--- config.mk ---
export PLATFORM = sky130hd
export DESIGN_NAME = sram_pattern_gen
export DESIGN_NICKNAME = d
export VERILOG_FILES = /design/src/rtl/sram_pattern_gen.sv
export SDC_FILE = /design/constraint.sdc
export NUM_CORES = 1
export LEC_CHECK = 0
export CORE_ASPECT_RATIO = 2
export CORE_MARGIN = 5
export CORE_UTILIZATION = 40
export CTS_CLUSTER_DIAMETER = 30
export DETAILED_ROUTE_END_ITERATION = 10
export GPL_TIMING_DRIVEN = 0
export PLACE_DENSITY_LB_ADDON = 0.12
export SYNTH_ARGS = -nofsm -noshare
export SYNTH_HDL_FRONTEND = slang
export SYNTH_SLANG_ARGS = --single-unit
export TNS_END_PERCENT = 30
--- constraint.sdc ---
create_clock -name clk -period 3.1 [get_ports clk]
set_clock_uncertainty 0.1 [all_clocks]
set_input_delay 0.465 -clock clk [delete_from_list [all_inputs] [get_ports clk]]
set_output_delay 0.465 -clock clk [all_outputs]
set_load 0.05 [all_outputs]
--- src/rtl/sram_pattern_gen.sv ---
// SRAM pattern generator: writes a selected data pattern to every address, reads it back,
// and presents the expected word aligned with the SRAM read data for an external comparator.
module sram_pattern_gen #(
    parameter int ADDR_W = 8,
    parameter int RD_LAT = 1
) (
    input  logic              clk,
    input  logic              rst,
    input  logic              start_i,
    input  logic [1:0]        pattern_sel_i,
    output logic [ADDR_W-1:0] sram_addr_o,
    output logic [31:0]       sram_wdata_o,
    output logic              sram_we_o,
    output logic              sram_re_o,
    output logic [31:0]       exp_data_o,
    output logic              exp_valid_o,
    output logic              busy_o,
    output logic              done_o
);

    localparam logic [ADDR_W-1:0] LAST_ADDR  = {ADDR_W{1'b1}};
    localparam logic [1:0]        DRAIN_LAST = 2'(RD_LAT - 1);

    typedef enum logic [2:0] {
        IDLE  = 3'd0,
        WRITE = 3'd1,
        READ  = 3'd2,
        DRAIN = 3'd3,
        DONE  = 3'd4
    } state_t;

    state_t            state_r;
    state_t            state_s;
    logic [ADDR_W-1:0] addr_s;
    logic [1:0]        sel_r;
    logic [1:0]        sel_s;
    logic [1:0]        drain_cnt_r;
    logic [1:0]        drain_cnt_s;
    logic              pipe_v_r [RD_LAT];
    logic [31:0]       pipe_d_r [RD_LAT];

    function automatic logic [31:0] pattern(input logic [1:0] sel, input logic [ADDR_W-1:0] addr);
        logic [31:0] word;
        case (sel)
            2'b00:   word = 32'h0000_0000;
            2'b01:   word = 32'hFFFF_FFFF;
            2'b10:   word = addr[0] ? 32'h5555_5555 : 32'hAAAA_AAAA;
            2'b11:   word = 32'(addr);
            default: word = 32'h0000_0000;
        endcase
        return word;
    endfunction

    // Next-state, next-address and latched pattern selection
    always_comb begin
        state_s     = state_r;
        addr_s      = sram_addr_o;
        sel_s       = sel_r;
        drain_cnt_s = drain_cnt_r;
        case (state_r)
            IDLE: begin
                if (start_i) begin
                    state_s = WRITE;
                    addr_s  = {ADDR_W{1'b0}};
                    sel_s   = pattern_sel_i;
                end else begin
                    state_s = IDLE;
                end
            end
            WRITE: begin
                if (sram_addr_o == LAST_ADDR) begin
                    state_s = READ;
                    addr_s  = {ADDR_W{1'b0}};
                end else begin
                    addr_s = sram_addr_o + ADDR_W'(1);
                end
            end
            READ: begin
                if (sram_addr_o == LAST_ADDR) begin
                    state_s     = DRAIN;
                    addr_s      = {ADDR_W{1'b0}};
                    drain_cnt_s = 2'd0;
                end else begin
                    addr_s = sram_addr_o + ADDR_W'(1);
                end
            end
            DRAIN: begin
                if (drain_cnt_r == DRAIN_LAST) begin
                    state_s = DONE;
                end else begin
                    drain_cnt_s = drain_cnt_r + 2'd1;
                end
            end
            DONE:    state_s = IDLE;
            default: state_s = IDLE;
        endcase
    end

    // State register; outputs are registered from the next state so they line up with it
    always_ff @(posedge clk or posedge rst) begin
        if (rst) begin
            state_r      <= IDLE;
            sel_r        <= 2'b00;
            drain_cnt_r  <= 2'd0;
            sram_addr_o  <= {ADDR_W{1'b0}};
            sram_wdata_o <= 32'h0000_0000;
            sram_we_o    <= 1'b0;
            sram_re_o    <= 1'b0;
            busy_o       <= 1'b0;
            done_o       <= 1'b0;
        end else begin
            state_r      <= state_s;
            sel_r        <= sel_s;
            drain_cnt_r  <= drain_cnt_s;
            sram_addr_o  <= addr_s;
            sram_wdata_o <= (state_s == WRITE) ? pattern(sel_s, addr_s) : 32'h0000_0000;
            sram_we_o    <= (state_s == WRITE);
            sram_re_o    <= (state_s == READ);
            busy_o       <= (state_s == WRITE) || (state_s == READ) || (state_s == DRAIN);
            done_o       <= (state_s == DONE);
        end
    end

    // Expected-data delay line matching the SRAM read latency
    always_ff @(posedge clk or posedge rst) begin
        if (rst) begin
            for (int i = 0; i < RD_LAT; i++) begin
                pipe_v_r[i] <= 1'b0;
                pipe_d_r[i] <= 32'h0000_0000;
            end
        end else begin
            pipe_v_r[0] <= sram_re_o;
            pipe_d_r[0] <= sram_re_o ? pattern(sel_r, sram_addr_o) : 32'h0000_0000;
            for (int i = 1; i < RD_LAT; i++) begin
                pipe_v_r[i] <= pipe_v_r[i-1];
                pipe_d_r[i] <= pipe_d_r[i-1];
            end
        end
    end

    assign exp_valid_o = pipe_v_r[RD_LAT-1];
    assign exp_data_o  = pipe_d_r[RD_LAT-1];

endmodule
==> PnR_summary.wiki <==
=== Physical design figures ===
{| class="wikitable"
! Metric !! Value
|-
| Cell accounting for the most synthesized area || sky130_fd_sc_hd__dfrtp_1
|-
| Critical register-to-register path startpoint || sram_addr_o[0]
|-
| Minimum setup slack after placement || 631 ps
|-
| Placer congestion estimate || 0.882
|-
| Proportion of synthesized area in mux cells || 0.0151
|-
| Total CTS buffers || 5
|-
| Ratio of total power to cell area || 366 nW/µm²
|-
| Peak fanout along the critical path || 12
|-
| Tally of filler cells in the layout || 485
|-
| Hold EP || drain_cnt_r[0]
|-
| Setup TNS || 0 ps
|-
| Type of element capturing the critical path || output pin
|-
| Antenna violations before repair || 0
|-
| DR iter-0 viols || 30
|-
| Type of the worst setup path || register to output pin
|-
| Horizontal die dimension || 61.9 µm
|-
| I/O pin count || 82
|-
| Number of vias in the routed layout || 1786
|-
| Layout net count || 311
|-
| Most common library cell in the layout ignoring fill and taps || sky130_fd_sc_hd__clkdlybuf4s50_1
|-
| H-tree levels || 2
|-
| Cells on worst reg2reg path || 7
|-
| Yosys simple share || 0.122
|-
| Biggest area cells || sky130_fd_sc_hd__dfrtp_1 46%, sky130_fd_sc_hd__buf_4 16%, sky130_fd_sc_hd__o21ai_0 3.9%
|-
| Setup Viol. Count Final || 0
|-
| Post-CTS Hold Buffers || 0
|-
| Maximum number of pins on one net before global-route repair || 41
|-
| Worst-Margin Slew || 791 ps
|-
| Share of synthesized cell area in full adder, half adder and majority cells || 0.0116
|-
| Clock transition time at the flip-flop clock pins of the worst setup and hold paths || 70 ps
|-
| Post-detailed-routing wire length || 5.11 mm
|-
| Top FF cell, synth || sky130_fd_sc_hd__dfrtp_1
|-
| Mean instance size in the synthesized netlist || 9.99 µm²
|-
| Area of all placed cells without fillers || 3140 µm²
|-
| Hold Slack || 403 ps
|-
| Share of the synthesized area in the top cell type || 0.464
|-
| Crit path DAT || 1810 ps
|-
| Largest family of logic cells by area || buffers and inverters
|-
| Worst slew margin || 0.472
|-
| Critical Path Start Type || register
|-
| Maximum vdd drop || 0.376 mV
|-
| # Cells Yosys || 216
|-
| Final Hold Violating Endpoints || 0
|-
| Count of library flops with an enable pin || 0
|-
| Number of port buffers || 81
|-
| Clock Path Buffers || 2
|-
| Setup repair after global routing missed its margin || false
|-
| Routed via count divided by cell count || 4.89
|-
| Cell chosen for the clock root || sky130_fd_sc_hd__clkbuf_8
|-
| Full die area || 7050 µm²
|-
| Seq cells post-synth || 40
|-
| Area of the mapped netlist || 2160 µm²
|-
| Total placed cells including tap cells || 357
|-
| Reported leakage power || 1.41 nW
|-
| Worst EP required || 2530 ps
|-
| First-pass GRT wire length || 8.39 mm
|-
| Critical path capture point || exp_data_o[11]
|-
| Number of standard cells in the final layout excluding fillers || 365
|-
| Most frequent cells in the layout || 81 x sky130_fd_sc_hd__clkdlybuf4s50_1, 46 x sky130_fd_sc_hd__buf_4, 40 x sky130_fd_sc_hd__dfrtp_1
|-
| Detailed-route DRC error count || 0
|-
| Synth warnings || 0
|-
| Tally of max-capacitance violations || 0
|-
| Net count of the mapped netlist || 223
|-
| Hold Startpoint || drain_cnt_r[0]
|-
| Compound-cell area share of the yosys netlist || 0.176
|-
| Final setup slack of the worst path || 724 ps
|-
| Number of cells on the worst hold path || 1
|-
| Diodes inserted || 0
|-
| Post-CTS setup buffer count || 0
|-
| CTS-repair resized insts || 0
|-
| Run status || complete, no violations
|-
| FP Util || 0.405
|-
| Post-detail-place hpwl || 3.93 mm
|-
| Tally of OpenROAD warnings || 26
|-
| Total power consumption of the routed design || 1.15 mW
|-
| Yosys chip area || 2160 µm²
|-
| Cell row count || 38
|-
| Clock latency reported for the late side of the worst-skew pair || 290 ps
|-
| TritonCTS clock tree || done
|-
| Fraction of registers with async set or reset after synthesis || 1.00
|-
| Worst flop-to-flop path endpoint || sram_wdata_o[1]
|-
| Number of global-route vias before repair || 1697
|-
| Sequential fraction of the synthesis area || 0.464
|-
| Register-to-register setup slack || 810 ps
|-
| Distinct lib cells || 42
|-
| Final period util || 0.766
|-
| XOR Share, Synth || 0.0238
|-
| Detailed-router iteration count before antenna repair || 6
|}
cells in the mapped netlist, drive strengths merged (2+ instances only):
| cell | n |
|---|---|
| nand3b | 2 |
| a21boi | 11 |
| o21ai | 18 |
| mux2 | 2 |
| nand2 | 14 |
| nor3 | 2 |
| a21oi | 12 |
| ha | 2 |
| o211ai | 3 |
| xor2 | 5 |
| buf | 47 |
| inv | 11 |
| a22o | 3 |
| or2 | 3 |
| nand3 | 5 |
| clkbuf | 2 |
| a21o | 2 |
| o2bb2ai | 2 |
| nor2 | 13 |
| nor4b | 3 |
| dfrtp | 40 |
layout make-up:
cell class                      count  area, µm²  area share
Clock inverter                      2       10.0     0.00319
Sequential cell                    40       1000       0.319
Multi-Input combinational cell    116        751       0.239
Clock buffer                        6       82.6      0.0263
Inverter                           11       41.3      0.0132
Tap cell                           60       75.1      0.0239
Timing Repair Buffer               81        811       0.259
Buffer                             49        364       0.116
report_power, final:
group          internal, mW  switching, mW
clock network         0.177          0.173
registers             0.532         0.0103
logic                0.0931          0.161
routing by layer:
layer,vias up,GRT usage,share of wire
li1,874,-,-
met1,861,0.199,0.39
met2,46,0.254,0.54
met3,5,0.0351,0.050
met4,0,0.0552,0.017
met5,-,0,0
sequential cells by signal (all words and copies together) (netlist names):
| name | count |
|---|---|
| busy_o | 1 |
| state_r | 3 |
| sram_we_o | 1 |
| sram_re_o | 1 |
| sel_r | 2 |
| exp_data_o | 10 |
| sram_wdata_o | 10 |
| exp_valid_o | 1 |
| drain_cnt_r | 2 |
| done_o | 1 |
| sram_addr_o | 8 |
worst max-delay path, cell delays in order (launching register included):
cell and delay [ps]:
sky130_fd_sc_hd__dfrtp_1 550, sky130_fd_sc_hd__buf_4 170, sky130_fd_sc_hd__clkdlybuf4s50_1 800
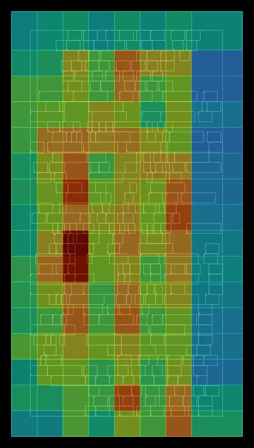
(congestion heat map)
core utilization of the finished layout: 0.589
routed wire length per instance: 14.0 µm
total track usage: 0.157
highest-utilization routing layer at the global route stage: met2
met1 global-route usage: 0.199

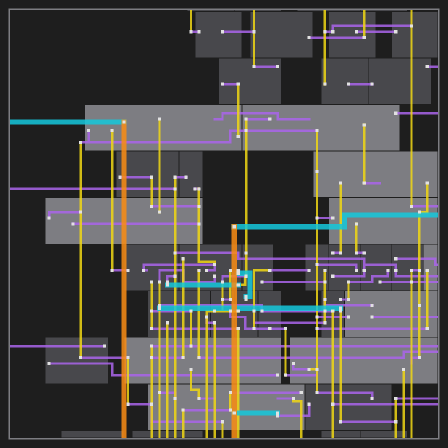
(a small window of the routed layout)
Window x 3 to 28, y 73 to 98 µm. Cells in gray, sequential cells in the stronger gray; small squares are vias.
color	layer
yellow	metal 2
cyan	metal 3
purple	metal 1
orange	metal 4
sequential cells in the window	9
netlist names of flops here include	`sram_wdata_o` (5), `sel_r` (2)
cells with their middle in the window	32
most frequent	dfrtp_1 (9), clkdlybuf4s50_1 (6), a21oi_1 (4)

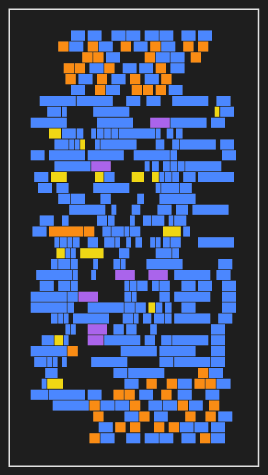
(drive-strength map)
Scale: 4 px per µm.
color	size	cells	share
blue	_0 and _1 cells	238	78%
orange	_3 and _4 cells	47	15%
yellow	_2 cells	13	4.3%
purple	_6 and larger	7	2.3%

No activity file was given, so power comes from the tool's default toggle rates.
